<file path="src/rtl/aha_sram_ahb_bridge.sv">
// AHB-Lite slave bridging onto a single-port synchronous SRAM macro.
// Option: define AHA_SRAM_BRIDGE_RDATA_REG_EN for registered HRDATA.
module aha_sram_ahb_bridge #(
  parameter int ADDR_WIDTH = 15
) (
  input  logic                  CLK,
  input  logic                  RESET,
  input  logic                  HSEL,
  input  logic [ADDR_WIDTH+1:0] HADDR,
  input  logic [1:0]            HTRANS,
  input  logic                  HWRITE,
  input  logic [2:0]            HSIZE,
  input  logic [31:0]           HWDATA,
  input  logic                  HREADY,
  output logic                  HREADYOUT,
  output logic                  HRESP,
  output logic [31:0]           HRDATA,
  output logic                  SRAM_CEn,
  output logic [3:0]            SRAM_WEn,
  output logic [ADDR_WIDTH-1:0] SRAM_A,
  output logic [31:0]           SRAM_D,
  input  logic [31:0]           SRAM_Q
);

`ifdef AHA_SRAM_BRIDGE_RDATA_REG_EN
  typedef enum logic [1:0] {IDLE, ERR1, ERR2, RD_WAIT} state_t;
`else
  typedef enum logic [1:0] {IDLE, ERR1, ERR2} state_t;
`endif

  state_t state_q, state_d;
  logic hreadyout_q, hreadyout_d;
  logic hresp_q, hresp_d;
  logic dp_rd_q, dp_rd_d;
  logic dp_wr_q, dp_wr_d;
  logic [ADDR_WIDTH-1:0] dp_addr_q, dp_addr_d;
  logic [3:0] dp_mask_q, dp_mask_d;
  logic buf_full_q, buf_full_d;
  logic [ADDR_WIDTH-1:0] buf_addr_q, buf_addr_d;
  logic [3:0] buf_mask_q, buf_mask_d;
  logic [31:0] buf_data_q, buf_data_d;
`ifdef AHA_SRAM_BRIDGE_RDATA_REG_EN
  logic [31:0] rdata_q, rdata_d;
`endif

  logic live, acc, bad, rd_ap, wr_ap;
  logic wr_now, commit, fwd;
  logic [3:0] mask;
  logic [31:0] merged;
  logic [ADDR_WIDTH-1:0] ap_addr;
  logic unused_ok;

  assign unused_ok = HTRANS[0];
  assign live = ~RESET;
  assign ap_addr = HADDR[ADDR_WIDTH+1:2];
  assign acc = live & HSEL & HTRANS[1] & HREADY;
  assign rd_ap = acc & ~bad & ~HWRITE;
  assign wr_ap = acc & ~bad & HWRITE;
  assign wr_now = live & dp_wr_q & HREADY;
  assign commit = live & buf_full_q & ~rd_ap & ~wr_now;
  assign fwd = dp_rd_q & buf_full_q &
               (dp_addr_q == buf_addr_q);

  // byte lanes and legality of the address phase
  always_comb begin
    mask = 4'b0000;
    bad = 1'b1;
    unique case (1'b1)
      HSIZE == 3'd0: begin
        mask = 4'b0001 << HADDR[1:0];
        bad = 1'b0;
      end
      HSIZE == 3'd1: begin
        mask = HADDR[1] ? 4'b1100 : 4'b0011;
        bad = HADDR[0];
      end
      HSIZE == 3'd2: begin
        mask = 4'b1111;
        bad = |HADDR[1:0];
      end
      default: ;
    endcase
  end

  // overlay buffered bytes on SRAM data for read-after-write
  always_comb begin
    merged = SRAM_Q;
    for (int i = 0; i < 4; i++) begin
      if (fwd & buf_mask_q[i])
        merged[8*i +: 8] = buf_data_q[8*i +: 8];
    end
  end

  // next state: data phase, write buffer, response FSM
  always_comb begin
    state_d = state_q;
    dp_rd_d = dp_rd_q;
    dp_wr_d = dp_wr_q;
    dp_addr_d = dp_addr_q;
    dp_mask_d = dp_mask_q;
    buf_full_d = buf_full_q;
    buf_addr_d = buf_addr_q;
    buf_mask_d = buf_mask_q;
    buf_data_d = buf_data_q;
    if (HREADY) begin
      dp_rd_d = rd_ap;
      dp_wr_d = wr_ap;
      dp_addr_d = ap_addr;
      dp_mask_d = mask;
    end
    if (wr_now & rd_ap) begin
      buf_full_d = 1'b1;
      buf_addr_d = dp_addr_q;
      buf_mask_d = dp_mask_q;
      buf_data_d = HWDATA;
    end else if (commit) begin
      buf_full_d = 1'b0;
    end
    unique case (state_q)
      ERR1: state_d = ERR2;
`ifdef AHA_SRAM_BRIDGE_RDATA_REG_EN
      RD_WAIT: state_d = IDLE;
`endif
      default: begin
        if (acc & bad)
          state_d = ERR1;
`ifdef AHA_SRAM_BRIDGE_RDATA_REG_EN
        else if (rd_ap)
          state_d = RD_WAIT;
`endif
        else
          state_d = IDLE;
      end
    endcase
    hreadyout_d = (state_d != ERR1);
`ifdef AHA_SRAM_BRIDGE_RDATA_REG_EN
    hreadyout_d = hreadyout_d & (state_d != RD_WAIT);
    rdata_d = (state_q == RD_WAIT) ? merged : rdata_q;
`endif
    hresp_d = (state_d == ERR1) | (state_d == ERR2);
  end

  // SRAM port: read addr phase, then write data phase, then commit
  always_comb begin
    SRAM_CEn = 1'b1;
    SRAM_WEn = 4'hF;
    SRAM_A = '0;
    SRAM_D = '0;
    if (rd_ap) begin
      SRAM_CEn = 1'b0;
      SRAM_A = ap_addr;
    end else if (wr_now) begin
      SRAM_CEn = 1'b0;
      SRAM_A = dp_addr_q;
      SRAM_D = HWDATA;
      SRAM_WEn = ~dp_mask_q;
    end else if (commit) begin
      SRAM_CEn = 1'b0;
      SRAM_A = buf_addr_q;
      SRAM_D = buf_data_q;
      SRAM_WEn = ~buf_mask_q;
    end
  end

  assign HREADYOUT = hreadyout_q;
  assign HRESP = hresp_q;
`ifdef AHA_SRAM_BRIDGE_RDATA_REG_EN
  assign HRDATA = rdata_q;
`else
  assign HRDATA = (live & dp_rd_q) ? merged : '0;
`endif

  // registers with synchronous reset; reset drops any buffered write
  always_ff @(posedge CLK) begin
    if (RESET) begin
      state_q <= IDLE;
      hreadyout_q <= 1'b1;
      hresp_q <= 1'b0;
      dp_rd_q <= 1'b0;
      dp_wr_q <= 1'b0;
      dp_addr_q <= '0;
      dp_mask_q <= '0;
      buf_full_q <= 1'b0;
      buf_addr_q <= '0;
      buf_mask_q <= '0;
      buf_data_q <= '0;
`ifdef AHA_SRAM_BRIDGE_RDATA_REG_EN
      rdata_q <= '0;
`endif
    end else begin
      state_q <= state_d;
      hreadyout_q <= hreadyout_d;
      hresp_q <= hresp_d;
      dp_rd_q <= dp_rd_d;
      dp_wr_q <= dp_wr_d;
      dp_addr_q <= dp_addr_d;
      dp_mask_q <= dp_mask_d;
      buf_full_q <= buf_full_d;
      buf_addr_q <= buf_addr_d;
      buf_mask_q <= buf_mask_d;
      buf_data_q <= buf_data_d;
`ifdef AHA_SRAM_BRIDGE_RDATA_REG_EN
      rdata_q <= rdata_d;
`endif
    end
  end

endmodule
</file>
<file path="config.mk">
export PLATFORM = sky130hd
export DESIGN_NAME = aha_sram_ahb_bridge
export DESIGN_NICKNAME = d
export VERILOG_FILES = /design/src/rtl/aha_sram_ahb_bridge.sv
export SDC_FILE = /design/constraint.sdc
export NUM_CORES = 1
export LEC_CHECK = 0
export ABC_AREA = 1
export CAP_MARGIN = 20
export CORE_AREA = 5 5 137 139
export CTS_CLUSTER_SIZE = 8
export DETAILED_ROUTE_END_ITERATION = 16
export DIE_AREA = 0 0 142 144
export DONT_BUFFER_PORTS = 1
export PLACE_DENSITY = 0.41
export SYNTH_ARGS = -nofsm -noshare
export SYNTH_HDL_FRONTEND = slang
export SYNTH_SLANG_ARGS = --single-unit
</file>
<file path="constraint.sdc">
create_clock -name CLK -period 2 [get_ports CLK]
set_input_delay 0.4 -clock CLK [delete_from_list [all_inputs] [get_ports CLK]]
set_output_delay 0.4 -clock CLK [all_outputs]
set_load 0.005 [all_outputs]
</file>
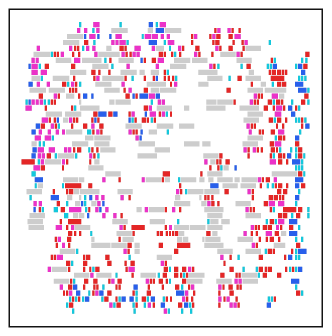
gates.png
[cyan] inv cells | cells: 152 | where: all over the die
[red] nand cells | cells: 360 | where: all over the die
[blue] nor cells | cells: 70 | where: all over the die
[magenta] aoi and oai cells | cells: 162 | where: all over the die

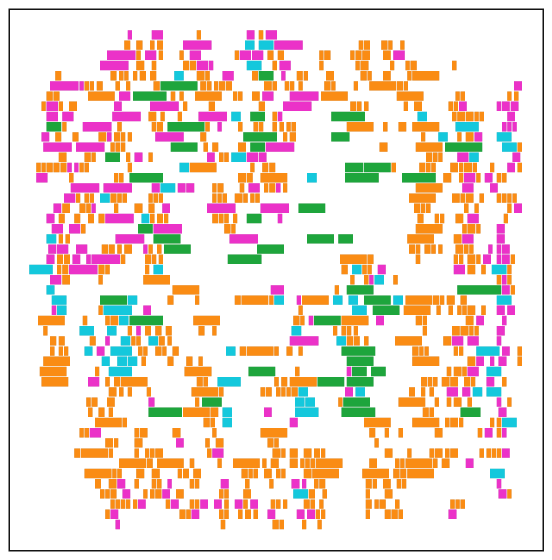
sizing.png
[cyan] x3 and x4 | cells: 63 | share: 6.9% | most used: buf_4
[magenta] x2 | cells: 174 | share: 19% | most used: nand2_2
[orange] x1 and smaller | cells: 624 | share: 69% | most used: nand2_1
[green] x6 and larger | cells: 46 | share: 5.1% | most used: buf_12
Final WS setup: -0.2597 ns
Area Growth Syn to Fin: 33.07%
Non-clk bufs: 70
Final Cell Area: 6812 µm²

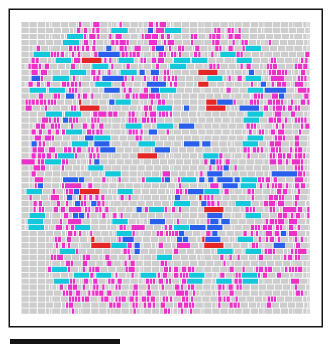
class_map.png
Scale bar: 50 µm. Fill, decap, tap and diode cells in gray.
[magenta] remaining logic cells | cells: 744 | share of their area: 58%
[red] clock drivers and dummy loads | cells: 16 | share of their area: 4.2%
[blue] remaining buffers and delay cells | cells: 70 | share of their area: 14%
[cyan] sequential cells | cells: 77 | share of their area: 24%
core box area: 17530 µm²
Site Rows: 49
Final Util: 38.85%

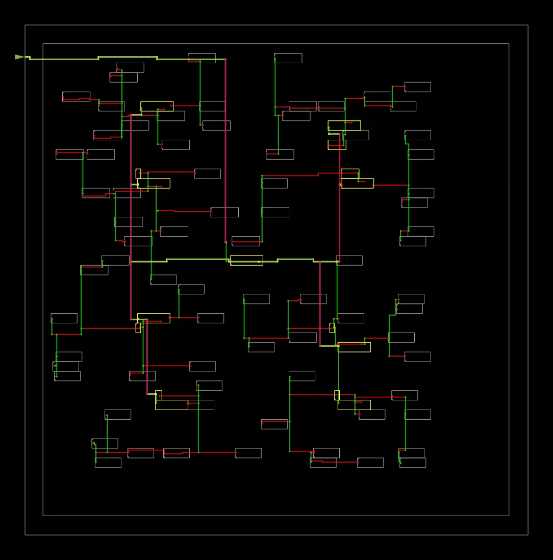
clock_nets.png
Insertion Delay late pin: 0.34 ns
Final Skew: 0.003938 ns

==> impl_metrics.csv <==
group,metric,value,unit
final_timing,postLayoutSetupSlackWorst,-0.2597,ns
layout,lay_top_cells,"228 x nand2_1, 110 x inv_1, 80 x nand4_1",
logic_synthesis,ys_seq_share,30.11,%
power,p_leak,2.482,nW
logic_synthesis,top_cells_by_area,"dfxtp_1 30%, nand2_1 20%, inv_1 10%",
job,cap_violations,0,
logic_synthesis,ys.flops,77,
power,power_frac_comb,9.8,%
clocking,cts-hold-fix-buffers,0,
layout,logic_area,3187,µm²
place,gp_congestion,0.7819,
clocking,h-tree-depth,3,
clocking,cts.sink_count,77,
layout,layout_top_cell,"nand2_1",
final_timing,hold_viol,0,
final_timing,whs,0.1229,ns
grt,grtUsageMet2,29.24,%
setup_path,slowest_stage,"dfxtp_2",
setup_path,startpoint,"buf_addr_q[8]$_SDFFE_PP0P_",
setup_path,cp.required,1.60,ns
place,port_buffers,0,
layout,biggestCellCategory,"combinational gates",
power,p_seq_share,45.7,%
die,die_w,142,µm
logic_synthesis,synth_warnings,0,
logic_synthesis,ys_top_cells_by_count,"266 x nand2_1, 141 x inv_1, 103 x a21oi_1, 80 x nand4_1, 77 x dfxtp_1",
routing,vias,5545,
final_timing,worst_pin_slew,0.4789,ns
final_timing,fin_setup_tns,-7.513,ns
hold_path,hold_start,"RESET",
clocking,cts_made_buffers,9,
final_timing,fin_crit,2.260,ns
clocking,ctsRootBufferMaster,"clkbuf_16",
layout,antennaDiodeCount,0,
routing,postRouteAntennaNets,0,
run_status,failed_checks,"setup timing",
setup_path,crit_buf_inv,3,
layout,seq_area,1574,µm²
run_status,status,"finished, violations left",
routing,wl_met1,8.536,mm
setup_path,r2r_slack,0.63,ns
final_timing,setup_viol,32,
Power is estimated from default activity; no workload was simulated.
